<file path="src/rtl/timer_irq_unit.sv">
// timer_irq_unit: bus-mapped tick timer with periodic interrupt.
//   Counts prescaler ticks into a 16-bit TimerCount, fires a period event
//   every IntPeriod ticks and raises IRQ_RAISE until IRQ_ACK.
//   Register map at BASE_ADDR+0..3: count low/clear, shadow high byte,
//   IntPeriod, control {5'b0, OneShot, Overrun, IrqEn}.
// Ports:
//   CLK, RESET (async, active-high)
//   TICK_IN        one-cycle prescaler tick
//   BUS_ADDR/BUS_DATA_IN/BUS_WE/BUS_RE   register access
//   BUS_DATA_OUT/BUS_DATA_OE             registered read data, valid one cycle
//   IRQ_RAISE/IRQ_ACK                    interrupt handshake
// Optional feature: define TIMER_IRQ_ONESHOT_EN to add the OneShot control bit.
module timer_irq_unit #(
    parameter logic [7:0] BASE_ADDR      = 8'hF0,
    parameter logic [7:0] DEFAULT_PERIOD = 8'd100,
    parameter logic       DEFAULT_IRQ_EN = 1'b0
) (
    input  logic       CLK,
    input  logic       RESET,
    input  logic       TICK_IN,
    input  logic [7:0] BUS_ADDR,
    input  logic [7:0] BUS_DATA_IN,
    input  logic       BUS_WE,
    input  logic       BUS_RE,
    output logic [7:0] BUS_DATA_OUT,
    output logic       BUS_DATA_OE,
    output logic       IRQ_RAISE,
    input  logic       IRQ_ACK
);

    localparam int unsigned CNT_W = 16;
    localparam int unsigned REG_W = 8;

    typedef enum logic {S_IDLE = 1'b0, S_RAISED = 1'b1} state_t;

    state_t             state_q, state_n;
    logic [CNT_W-1:0]   timer_q, timer_n;
    logic [REG_W-1:0]   pcnt_q, pcnt_n;
    logic [REG_W-1:0]   shadow_q, shadow_n;
    logic [REG_W-1:0]   period_q, period_n;
    logic               irq_en_q, irq_en_n;
    logic               overrun_q, overrun_n;
    logic [REG_W-1:0]   dout_n;
    logic               oe_n;
    logic               oneshot_q;
`ifdef TIMER_IRQ_ONESHOT_EN
    logic               oneshot_n;
`else
    assign oneshot_q = 1'b0;
`endif

    // Address decode; subtraction makes the range check wrap-safe.
    logic [REG_W-1:0]   addr_off;
    logic [1:0]         reg_sel;
    logic               hit, rd_hit, wr_hit, wr_clr, wr_period, wr_ctrl;
    logic               en_kill, period_event, ev_live;
    logic [REG_W-1:0]   ctrl_word;

    assign addr_off  = BUS_ADDR - BASE_ADDR;
    assign reg_sel   = addr_off[1:0];
    assign hit       = (addr_off < REG_W'(4));
    assign rd_hit    = BUS_RE && hit;
    assign wr_hit    = BUS_WE && hit;
    assign wr_clr    = wr_hit && (reg_sel == 2'd0);
    assign wr_period = wr_hit && (reg_sel == 2'd2);
    assign wr_ctrl   = wr_hit && (reg_sel == 2'd3);
    assign ctrl_word = {5'b0, oneshot_q, overrun_q, irq_en_q};

    // Writing IrqEn=0 drops any interrupt and the event of that edge.
    assign en_kill = wr_ctrl && !BUS_DATA_IN[0];

    // >= (not ==) so a period shrunk below the current count wraps on the next tick.
    assign period_event = TICK_IN && !wr_clr && (period_q != '0) &&
                          (pcnt_q >= (period_q - REG_W'(1)));
    assign ev_live      = period_event && irq_en_q && !en_kill;

    assign IRQ_RAISE = (state_q == S_RAISED);

    // Next-state and register update logic.
    always_comb begin
        state_n   = state_q;
        timer_n   = timer_q;
        pcnt_n    = pcnt_q;
        shadow_n  = shadow_q;
        period_n  = period_q;
        irq_en_n  = irq_en_q;
        overrun_n = overrun_q;
        dout_n    = BUS_DATA_OUT;
        oe_n      = 1'b0;
`ifdef TIMER_IRQ_ONESHOT_EN
        oneshot_n = oneshot_q;
        if (wr_ctrl) oneshot_n = BUS_DATA_IN[2];
`endif

        // Counters: clear beats a simultaneous tick.
        if (wr_clr) begin
            timer_n = '0;
            pcnt_n  = '0;
        end else if (TICK_IN) begin
            timer_n = timer_q + CNT_W'(1);
            if (period_event || (period_q == '0)) pcnt_n = '0;
            else                                  pcnt_n = pcnt_q + REG_W'(1);
        end

        // Reads see pre-write values.
        if (rd_hit) begin
            oe_n = 1'b1;
            case (reg_sel)
                2'd0: begin
                    dout_n   = timer_q[7:0];
                    shadow_n = timer_q[15:8];
                end
                2'd1:    dout_n = shadow_q;
                2'd2:    dout_n = period_q;
                default: dout_n = ctrl_word;
            endcase
        end

        if (wr_period) period_n = BUS_DATA_IN;

        if (wr_ctrl)                     irq_en_n = BUS_DATA_IN[0];
        else if (oneshot_q && ev_live)   irq_en_n = 1'b0;

        if (wr_ctrl && BUS_DATA_IN[1]) overrun_n = 1'b0;

        // Interrupt handshake; overrun set is placed after the clear so set wins.
        case (state_q)
            S_IDLE: begin
                if (ev_live) state_n = S_RAISED;
            end
            S_RAISED: begin
                if (ev_live) begin
                    if (!IRQ_ACK) overrun_n = 1'b1;
                end else if (IRQ_ACK) begin
                    state_n = S_IDLE;
                end
            end
            default: state_n = S_IDLE;
        endcase

        if (en_kill) state_n = S_IDLE;
    end

    // State registers.
    always_ff @(posedge CLK or posedge RESET) begin
        if (RESET) begin
            state_q      <= S_IDLE;
            timer_q      <= '0;
            pcnt_q       <= '0;
            shadow_q     <= '0;
            period_q     <= DEFAULT_PERIOD;
            irq_en_q     <= DEFAULT_IRQ_EN;
            overrun_q    <= 1'b0;
            BUS_DATA_OUT <= '0;
            BUS_DATA_OE  <= 1'b0;
        end else begin
            state_q      <= state_n;
            timer_q      <= timer_n;
            pcnt_q       <= pcnt_n;
            shadow_q     <= shadow_n;
            period_q     <= period_n;
            irq_en_q     <= irq_en_n;
            overrun_q    <= overrun_n;
            BUS_DATA_OUT <= dout_n;
            BUS_DATA_OE  <= oe_n;
        end
    end

`ifdef TIMER_IRQ_ONESHOT_EN
    // OneShot control bit.
    always_ff @(posedge CLK or posedge RESET) begin
        if (RESET) oneshot_q <= 1'b0;
        else       oneshot_q <= oneshot_n;
    end
`endif

endmodule
</file>
<file path="config.mk">
export PLATFORM = sky130hd
export DESIGN_NAME = timer_irq_unit
export DESIGN_NICKNAME = d
export VERILOG_FILES = /design/src/rtl/timer_irq_unit.sv
export SDC_FILE = /design/constraint.sdc
export NUM_CORES = 1
export LEC_CHECK = 0
export CAP_MARGIN = 20
export CORE_UTILIZATION = 57
export CTS_BUF_LIST = sky130_fd_sc_hd__clkbuf_8
export CTS_CLUSTER_DIAMETER = 120
export DETAILED_ROUTE_END_ITERATION = 12
export HOLD_SLACK_MARGIN = 0.03
export PLACE_DENSITY = 0.81
export SLEW_MARGIN = 40
export SYNTH_ARGS = -nofsm -noshare
export SYNTH_HDL_FRONTEND = slang
export SYNTH_SLANG_ARGS = --single-unit
</file>
<file path="constraint.sdc">
create_clock -name CLK -period 8.2 [get_ports CLK]
set_clock_uncertainty 0.1 [all_clocks]
set_input_delay 2.05 -clock CLK [delete_from_list [all_inputs] [get_ports CLK]]
set_output_delay 2.05 -clock CLK [all_outputs]
set_load 0.02 [all_outputs]
</file>
==> run_1/placed.png <==
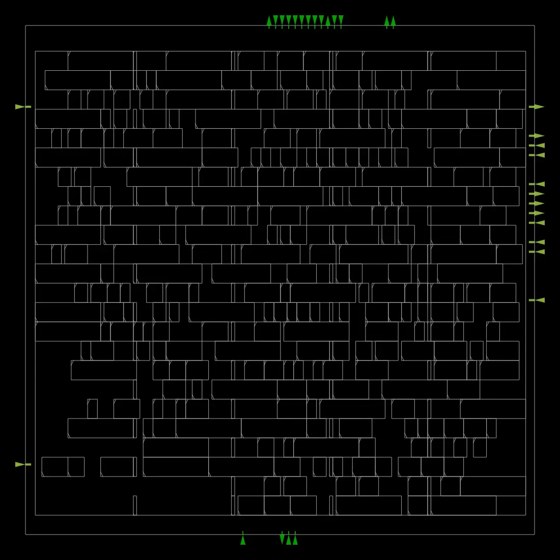
flop count: 52
Core Util, Final: 0.709

==> run_1/route_heat.png <==
Bar = 20 um. 14 x 14 tiles, from black (low) to pale yellow (high), scaled to the fullest tile. Values are wire area over tile area, all layers added.
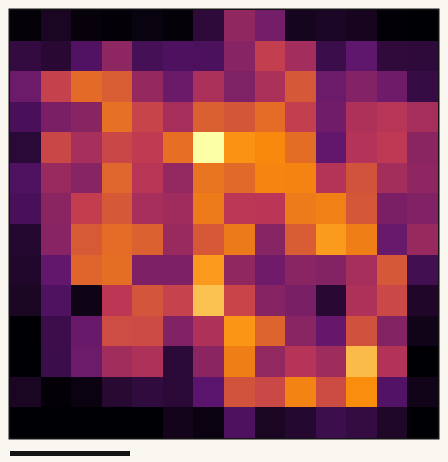
nearly empty tiles = 8.2%
tiles over half the peak = 31%
emptiest ninth of the die = south-west
densest ninth of the die = center
Vias: 2012
Tot GR Track Use: 0.232

==> run_1/ff_map.png <==
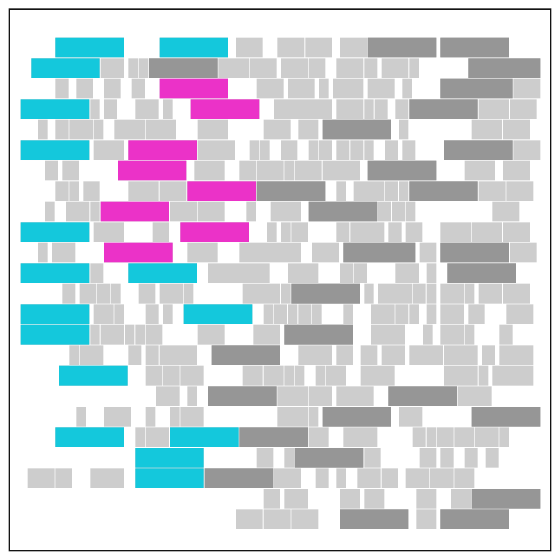
magenta -> shadow_q  # placed flops 8
cyan -> timer_q  # placed flops 16
not colored = 28
fraction of area in registers: 0.409
Seq power: 0.315 mW
Reg area: 1310 sq um

==> run_1/class_map.png <==
Fill, decap, tap and diode cells in gray.
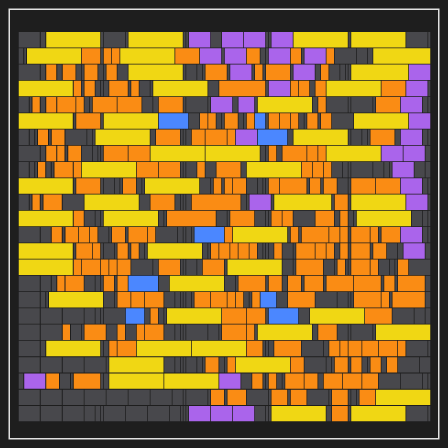
orange -> remaining logic cells  # cells 204, share of their area 45%
blue -> clock drivers and dummy loads  # cells 8, share of their area 2.9%
purple -> remaining buffers and delay cells  # cells 32, share of their area 10%
yellow -> registers  # cells 52, share of their area 42%
row count: 24
Core Box Area: 4500 sq um
post-route cell area: 3190 sq um

==> notes.md, run 1 <==
yosys + openroad results -> clock root cell clkbuf_8, combinational share of cell area 0.431, cells after synthesis 266, Die Wd 71.6 um, hold buffer count at cts 0, Placed Area 3100 sq um, Placer Congestion 0.812, xor/xnor share 0.0539, pin count of the biggest net entering global routing 53, Cell area leaders dfrtp_1 (44%), mux2_2 (7.3%), ha_1 (5.4%), Post-Syn Area per Cell 10.4 sq um, setup ws final 4.12 ns, met1 Use GR 0.314, vias in the first global route 1953, status finished clean, Syn Std Cell Area 2760 sq um, Logic area 1380 sq um, flip-flops with a built-in enable 0, Reg power frac 0.546, Multi-In Gates 194, post-CTS sizing 0, Final period util 0.498, Net Sw Frac 0.310, clock buf count 5, synthesis-to-layout area growth 15.6%, die area 5130 sq um
## Run 2: what changed since run 1
--- a/config.mk
+++ b/config.mk
@@ -6,12 +6,12 @@
 export NUM_CORES = 1
 export LEC_CHECK = 0
 export CAP_MARGIN = 20
-export CORE_UTILIZATION = 57
+export CORE_UTILIZATION = 52
 export CTS_BUF_LIST = sky130_fd_sc_hd__clkbuf_8
 export CTS_CLUSTER_DIAMETER = 120
 export DETAILED_ROUTE_END_ITERATION = 12
 export HOLD_SLACK_MARGIN = 0.03
-export PLACE_DENSITY = 0.81
+export PLACE_DENSITY = 0.78
 export SLEW_MARGIN = 40
 export SYNTH_ARGS = -nofsm -noshare
 export SYNTH_HDL_FRONTEND = slang
==> constraint.sdc (replaced) <==
create_clock -name CLK -period 3.4 [get_ports CLK]
set_clock_uncertainty 0.1 [all_clocks]
set_input_delay 0.85 -clock CLK [delete_from_list [all_inputs] [get_ports CLK]]
set_output_delay 0.85 -clock CLK [all_outputs]
set_load 0.02 [all_outputs]
==> run_2/ff_map.png <==
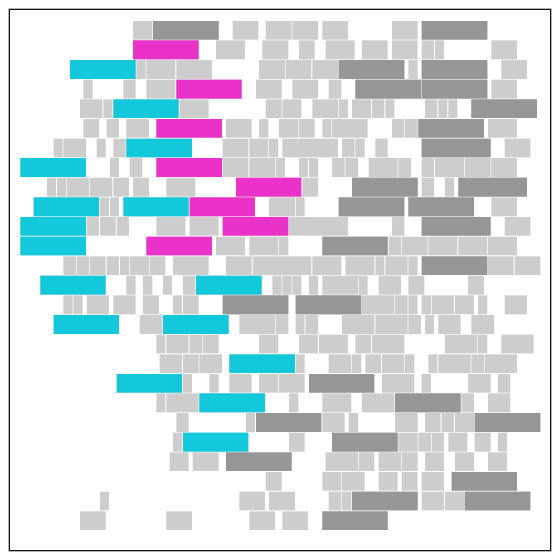
cyan -> timer_q  # placed flops 16
magenta -> shadow_q  # placed flops 8
Core Util, Final: 0.640
fraction of area in registers: 0.399
Seq power: 0.762 mW

==> run 2 against run 1 <==
Final cell count grew 7.5%. Power grew 140%. Sequential share of layout area shrank 0.94 points. Highest routed layer unchanged.
==> notes.md, run 2 <==
yosys + openroad results -> cells after synthesis 266, Switching Power 0.435 mW, Hold Crit Endpoint BUS_DATA_OUT[7], Final period util 0.839, Placed Area 3180 sq um, Placer Congestion 0.774, Tightest Hold Check Type reg -> reg, Net Sw Frac 0.311, syn nets 300, flop count 52, Logic area 1370 sq um, met1 Use GR 0.270, Area leader share 0.444, xor/xnor share 0.0539, hold_sp BUS_DATA_OUT[7], Reg power frac 0.544, setup ws final 0.549 ns, synthesis-to-layout area growth 18.3%, clock buf count 5, post-CTS sizing 0, flip-flops with a built-in enable 0, Multi-In Gates 194, Die Span Y 74.9 um, hold buffer count at cts 0, combinational share of cell area 0.419, row count 26, Post-Syn Area per Cell 10.4 sq um, CTS tree yes, tool warnings 27, die area 5610 sq um, vias in the first global route 1933, Cell area leaders dfrtp_1 (44%), mux2_2 (7.3%), ha_1 (5.4%), Syn Std Cell Area 2760 sq um, pin count of the biggest net entering global routing 34, clock root cell clkbuf_8, status finished clean, Reg area 1310 sq um, post-route cell area 3270 sq um
==> run_2/layers.png <==
Bar = 20 um. Two of the layers only.
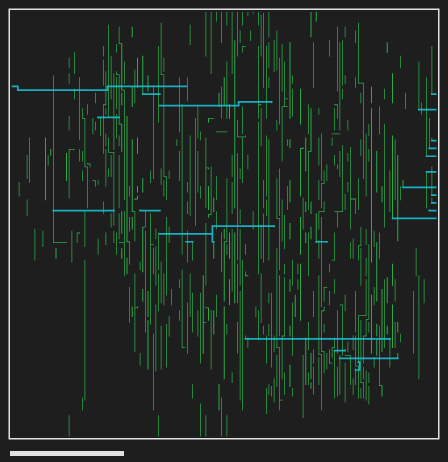
green -> M2  # wire length 2660 um
cyan -> M3  # wire length 162 um
Tot GR Track Use: 0.213
Vias: 2059
WL per Instance: 14.4 um
total wire length: 5.38 mm

## Run 3: what changed since run 2
--- a/config.mk
+++ b/config.mk
@@ -6,12 +6,12 @@
 export NUM_CORES = 1
 export LEC_CHECK = 0
 export CAP_MARGIN = 20
-export CORE_UTILIZATION = 52
+export CORE_UTILIZATION = 57
 export CTS_BUF_LIST = sky130_fd_sc_hd__clkbuf_8
 export CTS_CLUSTER_DIAMETER = 120
 export DETAILED_ROUTE_END_ITERATION = 12
 export HOLD_SLACK_MARGIN = 0.03
-export PLACE_DENSITY = 0.78
+export PLACE_DENSITY = 0.81
 export SLEW_MARGIN = 40
 export SYNTH_ARGS = -nofsm -noshare
 export SYNTH_HDL_FRONTEND = slang
==> constraint.sdc (replaced) <==
create_clock -name CLK -period 2.65 [get_ports CLK]
set_clock_uncertainty 0.1 [all_clocks]
set_input_delay 0.6625 -clock CLK [delete_from_list [all_inputs] [get_ports CLK]]
set_output_delay 0.6625 -clock CLK [all_outputs]
set_load 0.02 [all_outputs]
==> run_3/placed.png <==
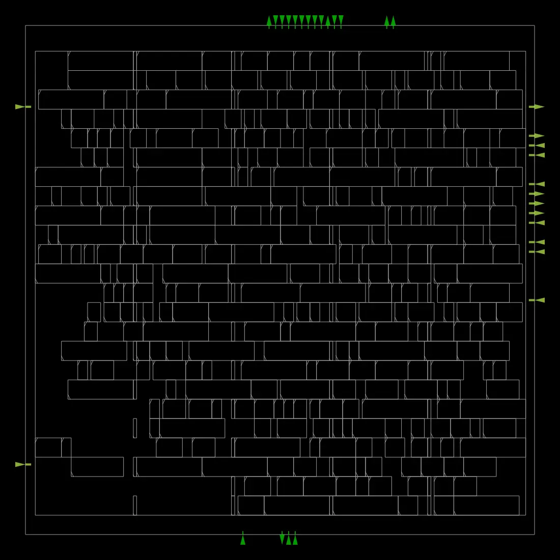
Core Util, Final: 0.763
fraction of area in registers: 0.380
well-tap cell count: 52
non-filler cells, final: 372
Filler cells: 314

==> run 3 against run 2 <==
The run now ends with negative setup slack left. Power up 33%. Clock-buffer cell count is the same. Die size shrank 8.5%. Critical path depth stayed put. Synthesized cell count stayed put. Via count increased by 5.4%. Fmax grew 5.1%. Utilization increased by 12 points. Flip-flop count is the same. Critical path type unchanged. Largest cell class unchanged.
==> notes.md, run 3 <==
yosys + openroad results -> flop count 52, flip-flops with a built-in enable 0, Final period util 1.02, die area 5130 sq um, status finished with violations, xor/xnor share 0.0539, Hold Crit Endpoint BUS_DATA_OUT[3], met1 Use GR 0.320, synthesis-to-layout area growth 24.4%, Die Span Y 71.6 um, Post-Syn Area per Cell 10.4 sq um, hold_sp BUS_DATA_OUT[3], Cell area leaders dfrtp_1 (44%), mux2_2 (7.3%), ha_1 (5.4%), post-route cell area 3440 sq um, combinational share of cell area 0.413, row count 24, clock root cell clkbuf_8, total wire length 6.22 mm, Reg area 1310 sq um, setup ws final -0.0622 ns, cells after synthesis 266, Logic area 1420 sq um, failing checks negative setup slack, Die Wd 71.6 um, WL per Instance 16.7 um, final setup fails 6
==> run_3/ff_map.png <==
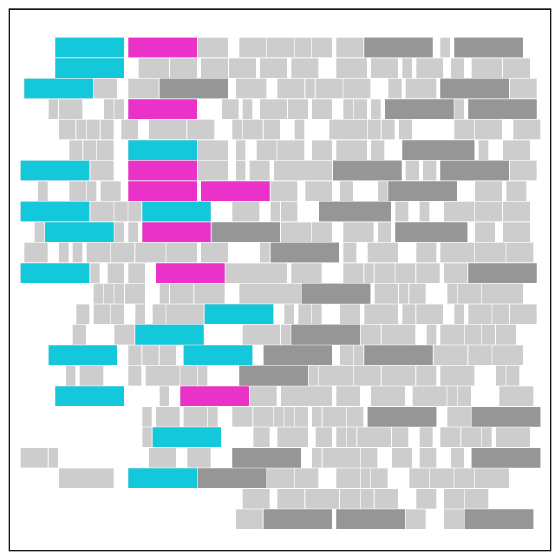
magenta -> shadow_q  # placed flops 8
cyan -> timer_q  # placed flops 16
not colored = 28
Seq power: 0.974 mW

Power and IR drop assume default switching activity.
